**Run 1: sequential cells coloured by netlist name**

Other sequential cells in the stronger grey, the rest of the logic in the fainter grey.
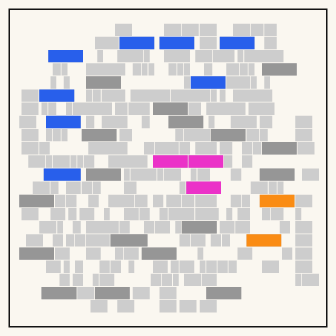
**Run 1: the metal 3 layer**

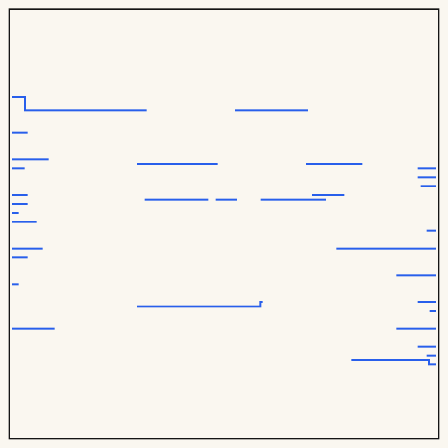
**Run 1: pin placement**

Pins as bars across the die edge, other pins in grey.
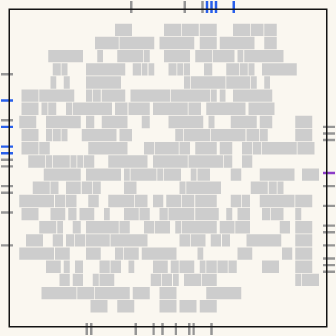
### config.mk
export PLATFORM = sky130hd
export DESIGN_NAME = restoring_divider
export DESIGN_NICKNAME = d
export VERILOG_FILES = /design/src/rtl/div_pkg.sv /design/src/rtl/div_step.sv /design/src/rtl/fulladder.sv /design/src/rtl/restoring_divider.sv
export SDC_FILE = /design/constraint.sdc
export NUM_CORES = 1
export LEC_CHECK = 0
export CORE_UTILIZATION = 45
export CTS_CLUSTER_SIZE = 12
export DETAILED_ROUTE_END_ITERATION = 10
export GPL_TIMING_DRIVEN = 0
export PLACE_DENSITY = 0.75
export RECOVER_POWER = 100
export REMOVE_ABC_BUFFERS = 1
export SYNTH_ARGS = -nofsm -noshare
export SYNTH_HDL_FRONTEND = slang
export SYNTH_HIERARCHICAL = 1
export SYNTH_SLANG_ARGS = --single-unit
### constraint.sdc
create_clock -name clk -period 4.6 [get_ports clk]
set_input_delay 0.92 -clock clk [delete_from_list [all_inputs] [get_ports clk]]
set_output_delay 0.92 -clock clk [all_outputs]
set_load 0.1 [all_outputs]
### src/rtl/div_pkg.sv
// Shared types and helpers for the restoring divider.
// Compile with DIV_SIGNED_EN defined to make the top handle two's-complement operands.
package div_pkg;

  localparam int DIV_WIDTH_DEFAULT = 8;

  typedef enum logic [1:0] {
    IDLE = 2'd0,
    CALC = 2'd1,
    DONE = 2'd2
  } div_state_t;

  // Step-counter width: enough bits to count 0..value-1, never less than one.
  function automatic int clog2(input int value);
    int bits;
    bits = 1;
    for (int i = 1; i < 32; i++) begin
      if ((1 << bits) < value) bits = i + 1;
    end
    return bits;
  endfunction

endpackage

### src/rtl/div_step.sv
// One restoring-division step: shift in a dividend bit, trial-subtract the divisor
// with a WIDTH+1 ripple of full adders, keep or restore based on the borrow.
module div_step #(
  parameter int WIDTH = 8
) (
  input  logic [WIDTH-1:0] rem_in,
  input  logic             bit_in,
  input  logic [WIDTH-1:0] divisor,
  output logic [WIDTH-1:0] rem_out,
  output logic             q_bit
);

  logic [WIDTH:0]   minuend;
  logic [WIDTH:0]   subtrahend_n;
  logic [WIDTH:0]   diff;
  logic [WIDTH+1:0] carry;
  logic             unused_diff_msb;

  assign minuend      = {rem_in, bit_in};
  assign subtrahend_n = ~{1'b0, divisor};
  assign carry[0]     = 1'b1;

  for (genvar i = 0; i <= WIDTH; i++) begin : g_sub
    fulladder u_fa (
      .a    (minuend[i]),
      .b    (subtrahend_n[i]),
      .cin  (carry[i]),
      .sum  (diff[i]),
      .cout (carry[i+1])
    );
  end

  // Carry out of a + ~b + 1 is the inverted borrow: set means minuend >= divisor.
  assign q_bit   = carry[WIDTH+1];
  // A kept difference is below the divisor, so its top bit is always zero.
  assign rem_out = q_bit ? diff[WIDTH-1:0] : minuend[WIDTH-1:0];
  assign unused_diff_msb = diff[WIDTH];

endmodule

### src/rtl/fulladder.sv
// Single-bit full adder cell shared with the multiplier datapath.
module fulladder (
  input  logic a,
  input  logic b,
  input  logic cin,
  output logic sum,
  output logic cout
);

  assign sum  = a ^ b ^ cin;
  assign cout = (a & b) | (a & cin) | (b & cin);

endmodule

### src/rtl/restoring_divider.sv
// Multi-cycle restoring divider, one quotient bit per clock, valid/ready on both sides.
// DIV_SIGNED_EN selects two's-complement operands with sign fix-up on the final step.
module restoring_divider
  import div_pkg::*;
#(
  parameter int WIDTH = DIV_WIDTH_DEFAULT
) (
  input  logic             clk,
  input  logic             rst,
  input  logic             in_valid,
  output logic             in_ready,
  input  logic [WIDTH-1:0] dividend,
  input  logic [WIDTH-1:0] divisor,
  output logic             out_valid,
  input  logic             out_ready,
  output logic [WIDTH-1:0] quotient,
  output logic [WIDTH-1:0] remainder,
  output logic             div_by_zero,
  output logic             busy
);

  localparam int            CW   = clog2(WIDTH);
  localparam logic [CW-1:0] LAST = CW'(WIDTH - 1);

  div_state_t       state_q, state_d;
  logic [CW-1:0]    cnt_q, cnt_d;
  logic [WIDTH-1:0] divisor_q, divisor_d;
  logic [WIDTH-1:0] quo_q, quo_d;   // holds the dividend, shifted out as quotient bits enter
  logic [WIDTH-1:0] rem_q, rem_d;
  logic             dbz_q, dbz_d;

  logic [WIDTH-1:0] step_rem;
  logic             step_bit;
  logic [WIDTH-1:0] step_quo;
  logic [WIDTH-1:0] dvd_mag;
  logic [WIDTH-1:0] dvs_mag;

  div_step #(.WIDTH(WIDTH)) u_step (
    .rem_in  (rem_q),
    .bit_in  (quo_q[WIDTH-1]),
    .divisor (divisor_q),
    .rem_out (step_rem),
    .q_bit   (step_bit)
  );

  assign step_quo = {quo_q[WIDTH-2:0], step_bit};

`ifdef DIV_SIGNED_EN
  logic neg_quo_q, neg_quo_d;
  logic neg_rem_q, neg_rem_d;

  assign dvd_mag = dividend[WIDTH-1] ? WIDTH'(0) - dividend : dividend;
  assign dvs_mag = divisor[WIDTH-1]  ? WIDTH'(0) - divisor  : divisor;
`else
  assign dvd_mag = dividend;
  assign dvs_mag = divisor;
`endif

  always_comb begin
    // NOTE: every _d starts as its _q so no path through the case can infer a latch.
    state_d   = state_q;
    cnt_d     = cnt_q;
    divisor_d = divisor_q;
    quo_d     = quo_q;
    rem_d     = rem_q;
    dbz_d     = dbz_q;
`ifdef DIV_SIGNED_EN
    neg_quo_d = neg_quo_q;
    neg_rem_d = neg_rem_q;
`endif
    case (state_q)
      IDLE: begin
        if (in_valid) begin
          cnt_d     = '0;
          divisor_d = dvs_mag;
          dbz_d     = (divisor == '0);
`ifdef DIV_SIGNED_EN
          neg_quo_d = dividend[WIDTH-1] ^ divisor[WIDTH-1];
          neg_rem_d = dividend[WIDTH-1];
`endif
          if (divisor == '0) begin
            quo_d   = '1;
            rem_d   = dividend;
            state_d = DONE;
          end else begin
            quo_d   = dvd_mag;
            rem_d   = '0;
            state_d = CALC;
          end
        end
      end
      CALC: begin
        cnt_d = cnt_q + CW'(1);
        quo_d = step_quo;
        rem_d = step_rem;
        if (cnt_q == LAST) begin
          state_d = DONE;
`ifdef DIV_SIGNED_EN
          quo_d = neg_quo_q ? WIDTH'(0) - step_quo : step_quo;
          rem_d = neg_rem_q ? WIDTH'(0) - step_rem : step_rem;
`endif
        end
      end
      DONE: begin
        if (out_ready) state_d = IDLE;
      end
      default: state_d = IDLE;
    endcase
  end

  // NOTE: state is updated with non-blocking assignments so every flop samples pre-edge values.
  always_ff @(posedge clk) begin
    if (rst) begin
      state_q   <= IDLE;
      cnt_q     <= '0;
      divisor_q <= '0;
      quo_q     <= '0;
      rem_q     <= '0;
      dbz_q     <= 1'b0;
`ifdef DIV_SIGNED_EN
      neg_quo_q <= 1'b0;
      neg_rem_q <= 1'b0;
`endif
    end else begin
      state_q   <= state_d;
      cnt_q     <= cnt_d;
      divisor_q <= divisor_d;
      quo_q     <= quo_d;
      rem_q     <= rem_d;
      dbz_q     <= dbz_d;
`ifdef DIV_SIGNED_EN
      neg_quo_q <= neg_quo_d;
      neg_rem_q <= neg_rem_d;
`endif
    end
  end

  assign in_ready    = (state_q == IDLE);
  assign out_valid   = (state_q == DONE);
  assign busy        = (state_q != IDLE);
  assign quotient    = quo_q;
  assign remainder   = rem_q;
  assign div_by_zero = dbz_q;

endmodule
==> results.toml, run 1 <==
# implementation run metrics
[layout]
fin_cells = 281
drive_gt1_share_pct = 22.32
fin_area_um2 = 2316
layout_top_cells = "28 x dfxtp_1, 26 x a21oi_1, 21 x clkdlybuf4s50_1"

[power]
pwr-share-seq_pct = 38.2
comb_power_share_pct = 32.7
totalPowerFinal_uw = 766.9
power_density_nw_per_um2 = 331.1

[timing]
rsz0062_at_grt = "true"
fin_crit_sh_pct = 98.25
hold_viol = 0
maxSlewViolCount = 12
worst_pin_slew_ns = 1.739

[place]
place.gp.congestion = 0.7603
post_dp_cell_area_um2 = 2178
dp_hpwl_um = 2633

[global_route]
grt.total_usage_pct = 20.72
grt_max_degree = 32
gr-usage-met1_pct = 27.93

[synthesis]
synthXorXnorAreaFrac_pct = 0
seq_area_frac_synth_pct = 33.31
top_logic_kind = "simple AND/OR/NAND/NOR gates"
mux_share_pct = 7.217
yosysWarnings = 6
synth-compound-area-share_pct = 17.00
yosys-stat-area_um2 = 1803
async_reset_ff_share_pct = 0
yosys.cell_count.top_type = "dfxtp_1"
synthTopCellsByArea = "dfxtp_1 33%, fa_1 10%, a21oi_1 7.2%, mux2_4 6.7%, a22oi_1 4.6%"
top_cells_by_count = "30 x dfxtp_1, 26 x a21oi_1, 17 x nand2_1"

[cts]
clock_latency_ns = 0.29
cts_resized = 9
clockRootBuffer = "clkbuf_8"

[job]
warnings = 27
drv_cap = 1

[die]
io_pins = 40
std_cell_rows = 22

[detailed_routing]
wl_per_cell_um = 14.41
drc = 0
met1_length_um = 1995
drtIter0Drc = 99

[run_status]
status = "finished with violations"
violations = "max-capacitance violations, max-slew violations"

[critical_path]
endpoint = "remainder[1]"
critPathMaxStageDelay_ns = 0.39
required_ns = 4.72
path_depth = 13
cp.arrival_ns = 4.64
crit_slowest_cell = "fa_2"
-- 'sequential cells coloured by netlist name' (at the start) --
- divisor_q: blue (placed flops 8)
- state_q: orange (placed flops 2)
- cnt_q: magenta (placed flops 3)
- not coloured: 17
final core utilization: 61.87%
register area: 603.1 um2
Flop+latch power: 293 uW
sequential share of cell area: 26.04%

-- 'the metal 3 layer' (at the start) --
- nets with wire on the layer: 28
- main direction: horizontal
- share of all routed wire: 4.6%
Detailed Route WL: 4048 um
vias post-DR: 1533
GR Util met3: 6.597%

-- 'pin placement' (at the start) --
- divisor: blue (pins 8; direction input; edge 4 west, 4 north)
- div_by_zero: purple (pins 1; direction output; edge east)
- all pins by edge: 12 east, 12 west, 9 south, 7 north
die width: 65.30 um
DIE HEIGHT: 65.30 um

[run 1: worst min path at each step]
stage                         to         start  slack [ns]  cells after the start
floorplan           divisor_q[0]  divisor_q[0]        0.43                      2
global placement    divisor_q[0]  divisor_q[0]        0.44                      2
detailed placement   div_by_zero   div_by_zero        0.45                      2
CTS                  div_by_zero   div_by_zero        0.46                      2
global route        divisor_q[0]  divisor_q[0]        0.48                      2
finish               div_by_zero   div_by_zero        0.45                      2
[run 1: area by class of cell]
| type | count | area (um2) |
|---|---|---|
| clock buffers | 7 | 86.33 |
| well taps | 48 | 60.06 |
| repair buffers | 43 | 420.4 |
| flip-flops and latches | 30 | 603.1 |
| clock inverters | 1 | 5.005 |
| fillers | 345 | 1428 |
| multi-input cells | 141 | 1100 |
| inverters | 11 | 41.29 |
--- run 2 (diff from run 1) ---
--- a/config.mk
+++ b/config.mk
@@ -12,6 +12,7 @@
 export PLACE_DENSITY = 0.75
 export RECOVER_POWER = 100
 export REMOVE_ABC_BUFFERS = 1
+export SKIP_CTS_REPAIR_TIMING = 1
 export SYNTH_ARGS = -nofsm -noshare
 export SYNTH_HDL_FRONTEND = slang
 export SYNTH_HIERARCHICAL = 1
==> constraint.sdc (replaced) <==
create_clock -name clk -period 4.6 [get_ports clk]
set_input_delay 0.92 -clock clk [delete_from_list [all_inputs] [get_ports clk]]
set_output_delay 0.92 -clock clk [all_outputs]
set_load 0.05 [all_outputs]
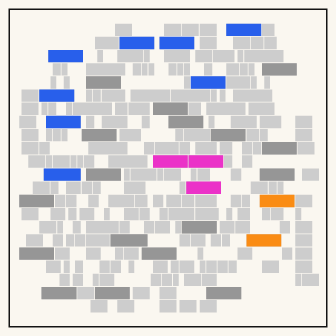
**Above:** run 2 (sequential cells coloured by netlist name).
Other sequential cells in the stronger grey, the rest of the logic in the fainter grey.
- cnt_q: magenta (placed flops 3)
- divisor_q: blue (placed flops 8)
- state_q: orange (placed flops 2)
- not coloured: 17
sequential share of cell area: 25.87%
final core utilization: 62.27%

==> results.toml, run 2 <==
# implementation run metrics
[run_status]
status = "finished with violations"
violations = "max-capacitance violations, max-slew violations"

[cts]
clockRootBuffer = "clkbuf_8"
clock_latency_ns = 0.29

[critical_path]
path_depth = 13
cp.arrival_ns = 4.61
endpoint = "remainder[2]"

[synthesis]
async_reset_ff_share_pct = 0
synthXorXnorAreaFrac_pct = 0
mux_share_pct = 7.217

[layout]
fillCellCount = 344
clock_area_share_pct = 3.918
buffers = 43
fin_cells = 281
comb_share_pct = 47.83
drive_gt1_share_pct = 23.61

[worst_hold_path]
hold_end = "div_by_zero"

[timing]
worst_pin_slew_ns = 1.742
maxSlewViolCount = 12
fin_crit_sh_pct = 97.55
rsz0062_at_grt = "true"

[detailed_routing]
wl_per_cell_um = 14.24
vias = 1542

[power]
power_density_nw_per_um2 = 311.0

[job]
drv_cap = 1

[place]
place.gp.congestion = 0.7603
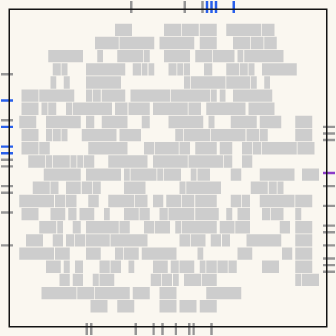
**Above:** run 2 (pin placement).
Pins as bars across the die edge, other pins in grey.
- div_by_zero: purple (pins 1; direction output; edge east)
- divisor: blue (pins 8; direction input; edge 4 west, 4 north)
IO buf count: 39

[run 2: cell counts after synthesis]
No cell type changed its count.
[run 2: where the power goes]
group          internal (uW)  switching [uW]  total [uW]
registers                276            16.9         293
logic                   96.2             113         209
clock network            121             102         223
total                    493             232         725
[run 2: routing by layer]
metal  track usage, %  part of all wire (%)
met5                0                     0
met4            5.707                   1.1
met3            6.597                   5.4
met2            30.93                    47
met1            27.61                    47
[run 2: cell families (layout without fill, tap and decap cells)]
family,after synthesis,in the layout
DFF,30,30
buffers and inverters,28,62
adders and majority gates,11,11
AOI/OAI and AO/OA,48,48
muxes,9,9
and+or+nand+nor,71,71
other,1,2
--- run 3 (diff from run 2) ---
--- a/config.mk
+++ b/config.mk
@@ -5,13 +5,14 @@
 export SDC_FILE = /design/constraint.sdc
 export NUM_CORES = 1
 export LEC_CHECK = 0
+export CAP_MARGIN = 20
+export CORE_ASPECT_RATIO = 0.7
 export CORE_UTILIZATION = 45
 export CTS_CLUSTER_SIZE = 12
 export DETAILED_ROUTE_END_ITERATION = 10
 export GPL_TIMING_DRIVEN = 0
 export PLACE_DENSITY = 0.75
 export RECOVER_POWER = 100
-export REMOVE_ABC_BUFFERS = 1
 export SKIP_CTS_REPAIR_TIMING = 1
 export SYNTH_ARGS = -nofsm -noshare
 export SYNTH_HDL_FRONTEND = slang
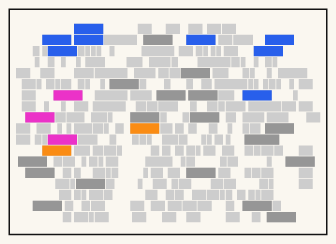
**Above:** run 3 (sequential cells coloured by netlist name).
Other sequential cells in the stronger grey, the rest of the logic in the fainter grey.
- cnt_q: magenta (placed flops 3)
- divisor_q: blue (placed flops 8)
- state_q: orange (placed flops 2)
register area: 604.3 um2
Flop+latch power: 290 uW
final core utilization: 63.84%

==> results.toml, run 3 <==
# implementation run metrics
[run_status]
status = "finished, final reports clean"

[power]
pwr-share-seq_pct = 40.8
p_switching_uw = 223.0
p_int_uw = 487.5
power_density_nw_per_um2 = 303.2
comb_power_share_pct = 29.2
clkPwrFrac_pct = 30.0
netSwitchingFraction_pct = 31.38

[synthesis]
synth-edff-count = 0
async_reset_ff_share_pct = 0
seq_area_frac_synth_pct = 33.31

[detailed_routing]
routed-wl-met2_um = 1926
highest_layer = "met4"
dr_wl_met3_um = 223
wl_per_cell_um = 15.03
met1_length_um = 2270
firstDrtPassIters = 4

[critical_path]
required_ns = 4.74
critPathMaxStageDelay_ns = 0.44
worstRegToRegCells = 13
cp.arrival_ns = 4.64
endpoint = "remainder[6]"

[global_route]
met2_usage_pct = 33.78
top_usage_layer = "met2"
gr-usage-met1_pct = 32.93

[layout]
fillCellCount = 333
comb_share_pct = 45.60
buffers = 56
drive_gt1_share_pct = 18.37
fin_cells = 295
clock_area_share_pct = 3.684
seqAreaFraction_pct = 25.79

[place]
port-buffer-count = 39
place.gp.congestion = 0.7801
dp_cells = 288

[job]
drv_cap = 0

[worst_hold_path]
hold_end = "divisor_q[3]"

[timing]
rsz0062_at_grt = "false"
fin_ws_ns = 0.1014
hold_viol = 0
worst_pin_slew_ns = 0.6162
maxSlewViolCount = 0
fin_crit_sh_pct = 97.79

[die]
chipArea_um2 = 4268
io_pins = 40

[cts]
clockRootBuffer = "clkbuf_8"
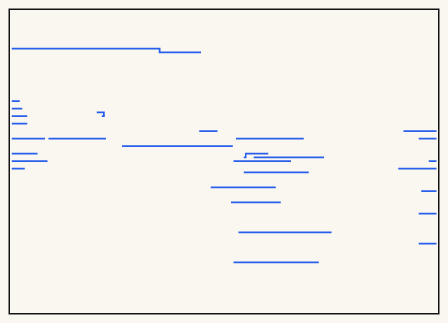
**Above:** run 3 (the metal 3 layer).
- share of all routed wire: 5.0%
- wire length on this layer: 224 um
- nets with wire on the layer: 27
- main direction: horizontal
- longest straight run: 26.7 um
GR Util met3: 4.918%
Detailed Route WL: 4434 um
vias post-DR: 1574

[run 3: netlist changes by cell type in the layout (fill, tap and decap cells not counted), sizes merged]
cell | previous run | this run
clkbuf | 7 | 19
clkinv | 1 | 0
buf | 4 | 5
[run 3: power groups by stage]
stage,registers (uW),clock network (uW),logic (uW)
detailed placement,296,0,215
floorplan,328,0,117
global route,292,233,223
CTS,290,219,216
finish,290,213,208
global placement,295,0,212
[run 3: logic make-up (layout without fill, tap and decap cells)]
group	Yosys count	count (layout)	synth area share, %
and+or+nand+nor	71	71	23.11
AOI/OAI and AO/OA	48	48	17.00
DFF	30	30	33.31
buffers and inverters	28	74	7.772
adders and majority gates	11	11	11.38
muxes	9	9	7.217
other	1	2	0.2080
Power and IR drop assume default switching activity.
